==> src/rtl/fifo_test_pkg.sv <==
// Shared types and pattern helpers for the FIFO burst self-test.
package fifo_test_pkg;

  typedef enum logic [2:0] {
    StIdle,
    StFill,
    StWait,
    StDrain,
    StDone
  } state_e;

  // Maximal-length Fibonacci tap masks, bit i set means stage i feeds the XOR.
  localparam logic [15:0] LfsrTaps4  = 16'h000C;
  localparam logic [15:0] LfsrTaps5  = 16'h0014;
  localparam logic [15:0] LfsrTaps6  = 16'h0030;
  localparam logic [15:0] LfsrTaps7  = 16'h0060;
  localparam logic [15:0] LfsrTaps8  = 16'h00B8;
  localparam logic [15:0] LfsrTaps9  = 16'h0110;
  localparam logic [15:0] LfsrTaps10 = 16'h0240;
  localparam logic [15:0] LfsrTaps11 = 16'h0500;
  localparam logic [15:0] LfsrTaps12 = 16'h0829;
  localparam logic [15:0] LfsrTaps13 = 16'h100D;
  localparam logic [15:0] LfsrTaps14 = 16'h2015;
  localparam logic [15:0] LfsrTaps15 = 16'h6000;
  localparam logic [15:0] LfsrTaps16 = 16'hD008;

  function automatic logic [15:0] lfsr_taps(input int unsigned width);
    logic [15:0] taps;
    case (width)
      4:       taps = LfsrTaps4;
      5:       taps = LfsrTaps5;
      6:       taps = LfsrTaps6;
      7:       taps = LfsrTaps7;
      8:       taps = LfsrTaps8;
      9:       taps = LfsrTaps9;
      10:      taps = LfsrTaps10;
      11:      taps = LfsrTaps11;
      12:      taps = LfsrTaps12;
      13:      taps = LfsrTaps13;
      14:      taps = LfsrTaps14;
      15:      taps = LfsrTaps15;
      16:      taps = LfsrTaps16;
      default: taps = 16'h0000;
    endcase
    return taps;
  endfunction

  // mode 0: increment; mode 1: left-shift LFSR with XOR feedback into the LSB.
  function automatic logic [15:0] next_pattern(input logic [15:0]   word,
                                               input logic          mode,
                                               input int unsigned   width);
    logic [31:0] mask;
    logic [15:0] nxt;
    mask = (32'd1 << width) - 32'd1;
    if (mode) begin
      nxt = {word[14:0], ^(word & lfsr_taps(width))};
    end else begin
      nxt = word + 16'd1;
    end
    return nxt & mask[15:0];
  endfunction

endpackage

==> src/rtl/fifo_burst_tester_fifo.sv <==
// Single-clock FIFO with registered read data, registered full/empty and sticky error flags.
module sync_fifo #(
  parameter int unsigned DATA_W = 8,
  parameter int unsigned DEPTH  = 16
) (
  input  logic                     i_clk,
  input  logic                     i_rst,
  input  logic                     i_clr,
  input  logic [DATA_W-1:0]        i_din,
  input  logic                     i_wr_en,
  input  logic                     i_rd_en,
  output logic [DATA_W-1:0]        o_dout,
  output logic                     o_full,
  output logic                     o_empty,
  output logic [$clog2(DEPTH):0]   o_count,
  output logic                     o_ovf,
  output logic                     o_udf
);

  localparam int unsigned PTR_W = $clog2(DEPTH);
  localparam logic [PTR_W:0] FullCnt = (PTR_W + 1)'(DEPTH);

  logic [DATA_W-1:0] r_mem [DEPTH];
  logic [PTR_W-1:0]  r_wptr;
  logic [PTR_W-1:0]  r_rptr;
  logic [PTR_W:0]    r_count;
  logic [PTR_W:0]    w_count_next;
  logic [DATA_W-1:0] r_dout;
  logic              r_full;
  logic              r_empty;
  logic              r_ovf;
  logic              r_udf;
  logic              w_do_wr;
  logic              w_do_rd;

  assign w_do_wr = i_wr_en & ~r_full;
  assign w_do_rd = i_rd_en & ~r_empty;

  always_comb begin
    w_count_next = r_count;
    case ({w_do_wr, w_do_rd})
      2'b10:   w_count_next = r_count + (PTR_W + 1)'(1);
      2'b01:   w_count_next = r_count - (PTR_W + 1)'(1);
      default: w_count_next = r_count;
    endcase
  end

  always_ff @(posedge i_clk) begin
    if (w_do_wr) begin
      r_mem[r_wptr] <= i_din;
    end
  end

  always_ff @(posedge i_clk or posedge i_rst) begin
    if (i_rst) begin
      r_wptr  <= '0;
      r_rptr  <= '0;
      r_count <= '0;
      r_dout  <= '0;
      r_full  <= 1'b0;
      r_empty <= 1'b1;
      r_ovf   <= 1'b0;
      r_udf   <= 1'b0;
    end else begin
      if (w_do_wr) begin
        r_wptr <= r_wptr + PTR_W'(1);
      end
      // A read from an empty FIFO leaves r_dout holding the previous word.
      if (w_do_rd) begin
        r_rptr <= r_rptr + PTR_W'(1);
        r_dout <= r_mem[r_rptr];
      end
      r_count <= w_count_next;
      r_full  <= (w_count_next == FullCnt);
      r_empty <= (w_count_next == '0);
      if (i_clr) begin
        r_ovf <= 1'b0;
        r_udf <= 1'b0;
      end else begin
        if (i_wr_en && r_full) r_ovf <= 1'b1;
        if (i_rd_en && r_empty) r_udf <= 1'b1;
      end
    end
  end

  assign o_dout  = r_dout;
  assign o_full  = r_full;
  assign o_empty = r_empty;
  assign o_count = r_count;
  assign o_ovf   = r_ovf;
  assign o_udf   = r_udf;

endmodule

==> src/rtl/fifo_burst_tester.sv <==
// Board self-test: SW0 edge writes a generated burst into a FIFO, waits, drains and checks it.
module fifo_burst_tester
  import fifo_test_pkg::*;
#(
  parameter int unsigned DATA_W    = 8,
  parameter int unsigned DEPTH     = 16,
  parameter int unsigned BURST_LEN = 16,
  parameter logic [15:0] SEED      = 16'h0095,
  parameter int unsigned PATTERN   = 0,
  parameter int unsigned READ_GAP  = 16,
  parameter int          FLIP_WORD = -1
) (
  input  logic       CLK,
  input  logic       RST,
  input  logic       SW0,
  output logic       LED0,
  output logic       LED1,
  output logic       LED2,
  output logic       LED3,
  output logic [7:0] err_cnt
);

  localparam int unsigned CNT_MAX = (BURST_LEN > READ_GAP) ? BURST_LEN : READ_GAP;
  localparam int unsigned CNT_W   = $clog2(CNT_MAX + 1) + 1;
  localparam logic [CNT_W-1:0] BurstLast = CNT_W'(BURST_LEN - 1);
  localparam logic [CNT_W-1:0] BurstEnd  = CNT_W'(BURST_LEN);
  localparam logic [CNT_W-1:0] GapLast   = CNT_W'((READ_GAP == 0) ? 0 : READ_GAP - 1);
  localparam logic [DATA_W-1:0] SeedW    = DATA_W'(SEED);
  localparam logic [DATA_W-1:0] SeedEff  = (PATTERN != 0 && SeedW == '0) ? DATA_W'(1) : SeedW;

  function automatic logic [DATA_W-1:0] step(input logic [DATA_W-1:0] w);
    return DATA_W'(next_pattern(16'(w), PATTERN != 0, DATA_W));
  endfunction

  logic                   r_sync1;
  logic                   r_sync2;
  logic                   r_sync3;
  logic                   w_start;
  (* mark_debug = "true" *) state_e r_state;
  state_e                 w_state_next;
  logic [CNT_W-1:0]       r_cnt;
  logic [CNT_W-1:0]       w_cnt_next;
  (* mark_debug = "true" *) logic w_wr_en;
  (* mark_debug = "true" *) logic w_rd_en;
  logic                   w_busy;
  logic                   w_fill_entry;
  logic                   w_drain_entry;
  logic                   w_done_entry;
  (* mark_debug = "true" *) logic [DATA_W-1:0] r_wr_pat;
  logic [DATA_W-1:0]      r_exp_pat;
  (* mark_debug = "true" *) logic [DATA_W-1:0] w_fifo_dout;
  logic [DATA_W-1:0]      w_chk_word;
  logic                   r_rd_vld;
  (* mark_debug = "true" *) logic [7:0] r_err_cnt;
  logic [7:0]             w_err_next;
  logic                   w_flip;
  logic                   w_mismatch;
  logic                   w_pass;
  logic                   r_pass;
  logic                   r_fail;
  logic                   w_full;
  logic                   w_empty;
  logic [$clog2(DEPTH):0] w_count;
  logic                   w_ovf;
  logic                   w_udf;

  always_ff @(posedge CLK or posedge RST) begin
    if (RST) begin
      r_sync1 <= 1'b0;
      r_sync2 <= 1'b0;
      r_sync3 <= 1'b0;
    end else begin
      r_sync1 <= SW0;
      r_sync2 <= r_sync1;
      r_sync3 <= r_sync2;
    end
  end

  assign w_start = r_sync2 & ~r_sync3;

  always_ff @(posedge CLK or posedge RST) begin
    if (RST) begin
      r_state <= StIdle;
      r_cnt   <= '0;
    end else begin
      r_state <= w_state_next;
      r_cnt   <= w_cnt_next;
    end
  end

  always_comb begin
    w_state_next = r_state;
    unique case (r_state)
      StIdle, StDone: if (w_start) w_state_next = StFill;
      StFill:  if (r_cnt == BurstLast) w_state_next = (READ_GAP == 0) ? StDrain : StWait;
      StWait:  if (r_cnt == GapLast) w_state_next = StDrain;
      // Extra DRAIN cycle lets the last read word reach the comparator.
      StDrain: if (r_cnt == BurstEnd) w_state_next = StDone;
      default: w_state_next = StIdle;
    endcase
    w_cnt_next = (w_state_next != r_state) ? '0 : r_cnt + CNT_W'(1);
  end

  always_comb begin
    w_busy        = (r_state == StFill) || (r_state == StWait) || (r_state == StDrain);
    w_wr_en       = (r_state == StFill);
    w_rd_en       = (r_state == StDrain) && (r_cnt < BurstEnd);
    w_fill_entry  = (r_state != StFill) && (w_state_next == StFill);
    w_drain_entry = (r_state != StDrain) && (w_state_next == StDrain);
    w_done_entry  = (r_state != StDone) && (w_state_next == StDone);
  end

  sync_fifo #(
    .DATA_W (DATA_W),
    .DEPTH  (DEPTH)
  ) u_fifo (
    .i_clk   (CLK),
    .i_rst   (RST),
    .i_clr   (w_fill_entry),
    .i_din   (r_wr_pat),
    .i_wr_en (w_wr_en),
    .i_rd_en (w_rd_en),
    .o_dout  (w_fifo_dout),
    .o_full  (w_full),
    .o_empty (w_empty),
    .o_count (w_count),
    .o_ovf   (w_ovf),
    .o_udf   (w_udf)
  );

  // Debug hook: inverts bit 0 of the checked word at index FLIP_WORD; negative disables it.
  assign w_flip     = (FLIP_WORD >= 0) && (int'(r_cnt) == FLIP_WORD + 1);
  assign w_chk_word = w_fifo_dout ^ (w_flip ? DATA_W'(1) : '0);
  assign w_mismatch = r_rd_vld && (w_chk_word != r_exp_pat);
  assign w_err_next = (w_mismatch && r_err_cnt != 8'hFF) ? r_err_cnt + 8'd1 : r_err_cnt;
  // Count and full cross-check empty so a corrupted occupancy also fails the run.
  assign w_pass     = (w_err_next == 8'd0) && w_empty && !w_full && (w_count == '0) &&
                      !w_ovf && !w_udf;

  always_ff @(posedge CLK or posedge RST) begin
    if (RST) begin
      r_wr_pat  <= SeedEff;
      r_exp_pat <= SeedEff;
      r_rd_vld  <= 1'b0;
      r_err_cnt <= 8'd0;
      r_pass    <= 1'b0;
      r_fail    <= 1'b0;
    end else begin
      if (w_fill_entry) begin
        r_wr_pat  <= SeedEff;
        r_err_cnt <= 8'd0;
        r_pass    <= 1'b0;
        r_fail    <= 1'b0;
      end else begin
        if (w_wr_en) r_wr_pat <= step(r_wr_pat);
        r_err_cnt <= w_err_next;
      end
      if (w_drain_entry) begin
        r_exp_pat <= SeedEff;
      end else if (r_rd_vld) begin
        r_exp_pat <= step(r_exp_pat);
      end
      r_rd_vld <= w_rd_en;
      if (w_done_entry) begin
        r_pass <= w_pass;
        r_fail <= !w_pass;
      end
    end
  end

  assign LED0    = r_sync2;
  assign LED1    = w_busy;
  assign LED2    = r_pass;
  assign LED3    = r_fail;
  assign err_cnt = r_err_cnt;

endmodule

==> config.mk <==
export PLATFORM = sky130hd
export DESIGN_NAME = fifo_burst_tester
export DESIGN_NICKNAME = d
export VERILOG_FILES = /design/src/rtl/fifo_test_pkg.sv /design/src/rtl/fifo_burst_tester_fifo.sv /design/src/rtl/fifo_burst_tester.sv
export SDC_FILE = /design/constraint.sdc
export NUM_CORES = 1
export LEC_CHECK = 0
export CORE_MARGIN = 10
export CORE_UTILIZATION = 50
export CTS_BUF_LIST = sky130_fd_sc_hd__clkbuf_16
export DETAILED_ROUTE_END_ITERATION = 16
export PLACE_DENSITY = 0.63
export SLEW_MARGIN = 0
export SYNTH_ARGS = -nofsm -noshare
export SYNTH_HDL_FRONTEND = slang
export SYNTH_SLANG_ARGS = --single-unit
==> constraint.sdc <==
create_clock -name CLK -period 6.4 [get_ports CLK]
set_clock_uncertainty 0.1 [all_clocks]
set_input_delay 1.28 -clock CLK [delete_from_list [all_inputs] [get_ports CLK]]
set_output_delay 1.28 -clock CLK [all_outputs]
set_load 0.005 [all_outputs]
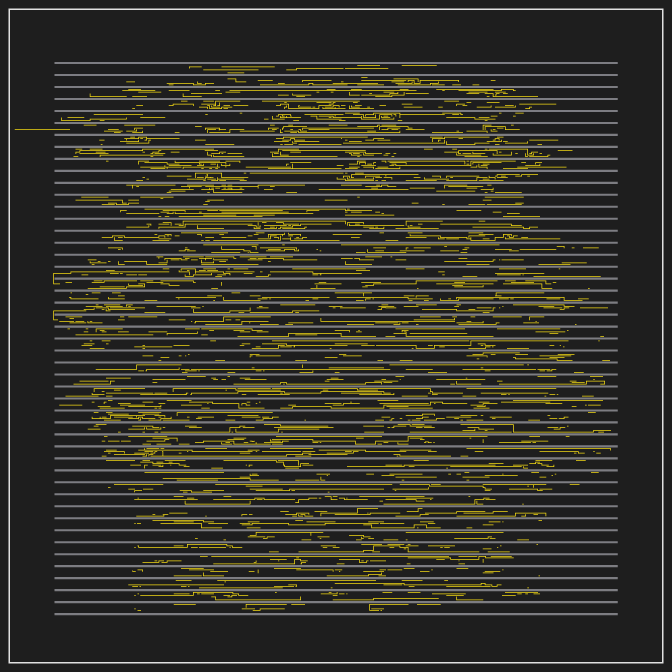
layer_met1.png
Supply wires on this layer in gray.
longest straight run	53.8 µm
nets with wire on the layer	531
share of all routed wire	45%
main direction	horizontal

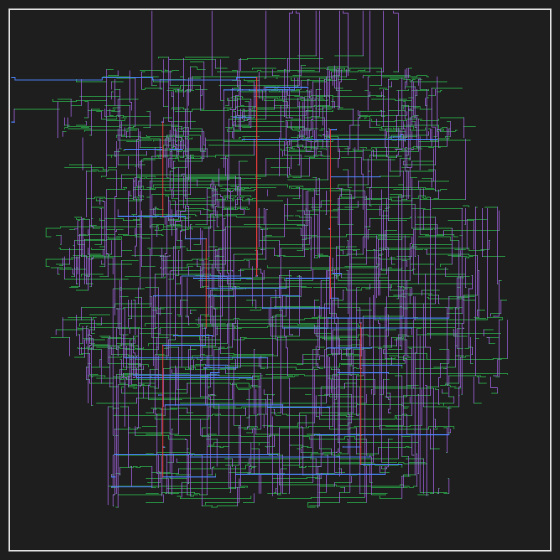
wires.png
layer	color	wire length
metal 1	green	7220 µm
metal 4	red	226 µm
metal 3	blue	850 µm
metal 2	purple	7570 µm

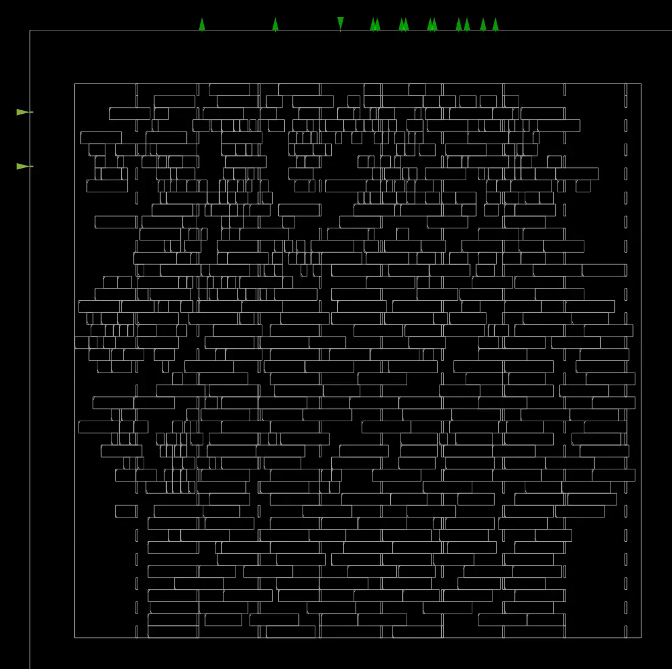
placement.png
Final Core Density: 57.2%
flop share of the area: 59.7%

==> impl_metrics.ini <==
; generated from flow reports
[finish]
sh_comb_area_pct = 28.1
dominant_cells = registers
final_area_um2 = 9150
drive_gt1_share_pct = 18.8
nets = 547
area_delta_synth_final_pct = 11.6
numSequentialCells = 192
n_fill_cell = 1277
buffer_area_share_pct = 2.19

[synthesis]
ys_cells = 510
flop_cell = edfxtp_1
top_cells_by_area = edfxtp_1 (47%), dfrtp_1 (17%), mux4_2 (8.8%)
syn_area_um2 = 8200
top_area_share_pct = 46.9
ys_seq_share_pct = 66.6
yosys_area_um2 = 8200
ys_warn_count = 0

[power]
p_leak_nw = 3.33
total_power_w = 0.00440
p_sw_share_pct = 32.5
pg_seq_w = 0.00211

[floorplanning]
rows = 46
core_um2 = 16000
die_h_um = 148
fp_util_pct = 51.2

[routing]
drt-total-wl_um = 15900
wl_met1_um = 7220
vias = 4278
drc = 0
met3_length_um = 850
wl_met2_um = 7570
drtIter0Drc = 394
drtAntennaViolNets = 0

[global_routing]
grt_use_total_pct = 15.3
grt_util_met3_pct = 3.36
grt-ovfl-total = 0
busiest_layer = met2
antenna_found_initial = 0
grt_max_degree = 65

[clock_network]
cts-resized-gates = 0
clk_pin_slew_ns = 0.07
cts_tree = done

[worst_setup_path]
r2r_end = u_fifo.o_full
critPathMaxFanout = 11
critPathLaunch = r_state[1]
crit_type = flop to flop
cp-endpoint = u_fifo.o_full
cp-start-kind = flop
rrSetupSlack_ns = 2.69

[sta]
fin_crit_sh_pct = 58.0
slew_headroom_pct = 14.9
rsz0062_at_grt = no
setup_ws_ns = 2.69
max_freq_mhz = 269
drv_slew = 0
fin_tns_setup_ns = 0
setup_viol_count_final = 0

[run]
warnings = 30
maxCapViolCount = 0

[run_status]
status = finished clean

[worst_hold_path]
hold_class = flop to flop

[placement]
globalplace.congestion = 0.822
-- worst min path at each step --
stage | end | slack (ns) | cells past startpoint
finish | LED0 | 0.25 | 0
global route | LED0 | 0.28 | 0
CTS | LED0 | 0.26 | 0
detailed placement | LED0 | 0.24 | 0
global placement | LED0 | 0.24 | 0
floorplan | LED0 | 0.23 | 0
-- cell families after synthesis --
| group | Yosys count | share of synthesized area, % |
|---|---|---|
| AOI/OAI and AO/OA | 41 | 3.11 |
| xor gates and xnor gates | 35 | 3.74 |
| adders and majority gates | 15 | 2.38 |
| buffers and inverters | 37 | 2.17 |
| DFF | 192 | 66.6 |
| muxes | 56 | 13.6 |
| and+or+nand+nor | 134 | 8.42 |
-- critical path: stages, from the launching register on --
cell and delay, ns:
dfrtp_1 0.49, nor3b_2 0.54, nor2b_1 0.59, inv_2 0.15, ha_1 0.31, ha_1 0.30
a21o_1 0.15, a21oi_1 0.17, xnor2_1 0.09, mux2i_1 0.15, or4b_1 0.48, nor2b_1 0.12
-- layout by cell type, fill, tap and decap left out, drive strengths merged, types with 5 or more instances in the layout --
cell,instances
nor2,37
ha,14
xnor2,13
nand2,28
xor2,22
o21ai,12
nor3,9
nor4,7
mux2i,5
and2,5
and3,7
mux2,11
nand3,12
clkinv,7
inv,18
clkbuf,17
dfstp,9
dfrtp,55
buf,8
nand4,10
edfxtp,128
a21oi,15
clkdlybuf4s50,14
mux4,40
-- metrics by stage --
stage / hold slack (ns) / util, %
global placement: 0.236 / 53.5
floorplan: 0.231 / -
global route: 0.281 / 57.2
finish: 0.254 / 57.2
detailed placement: 0.240 / 53.5
CTS: 0.255 / 57.2
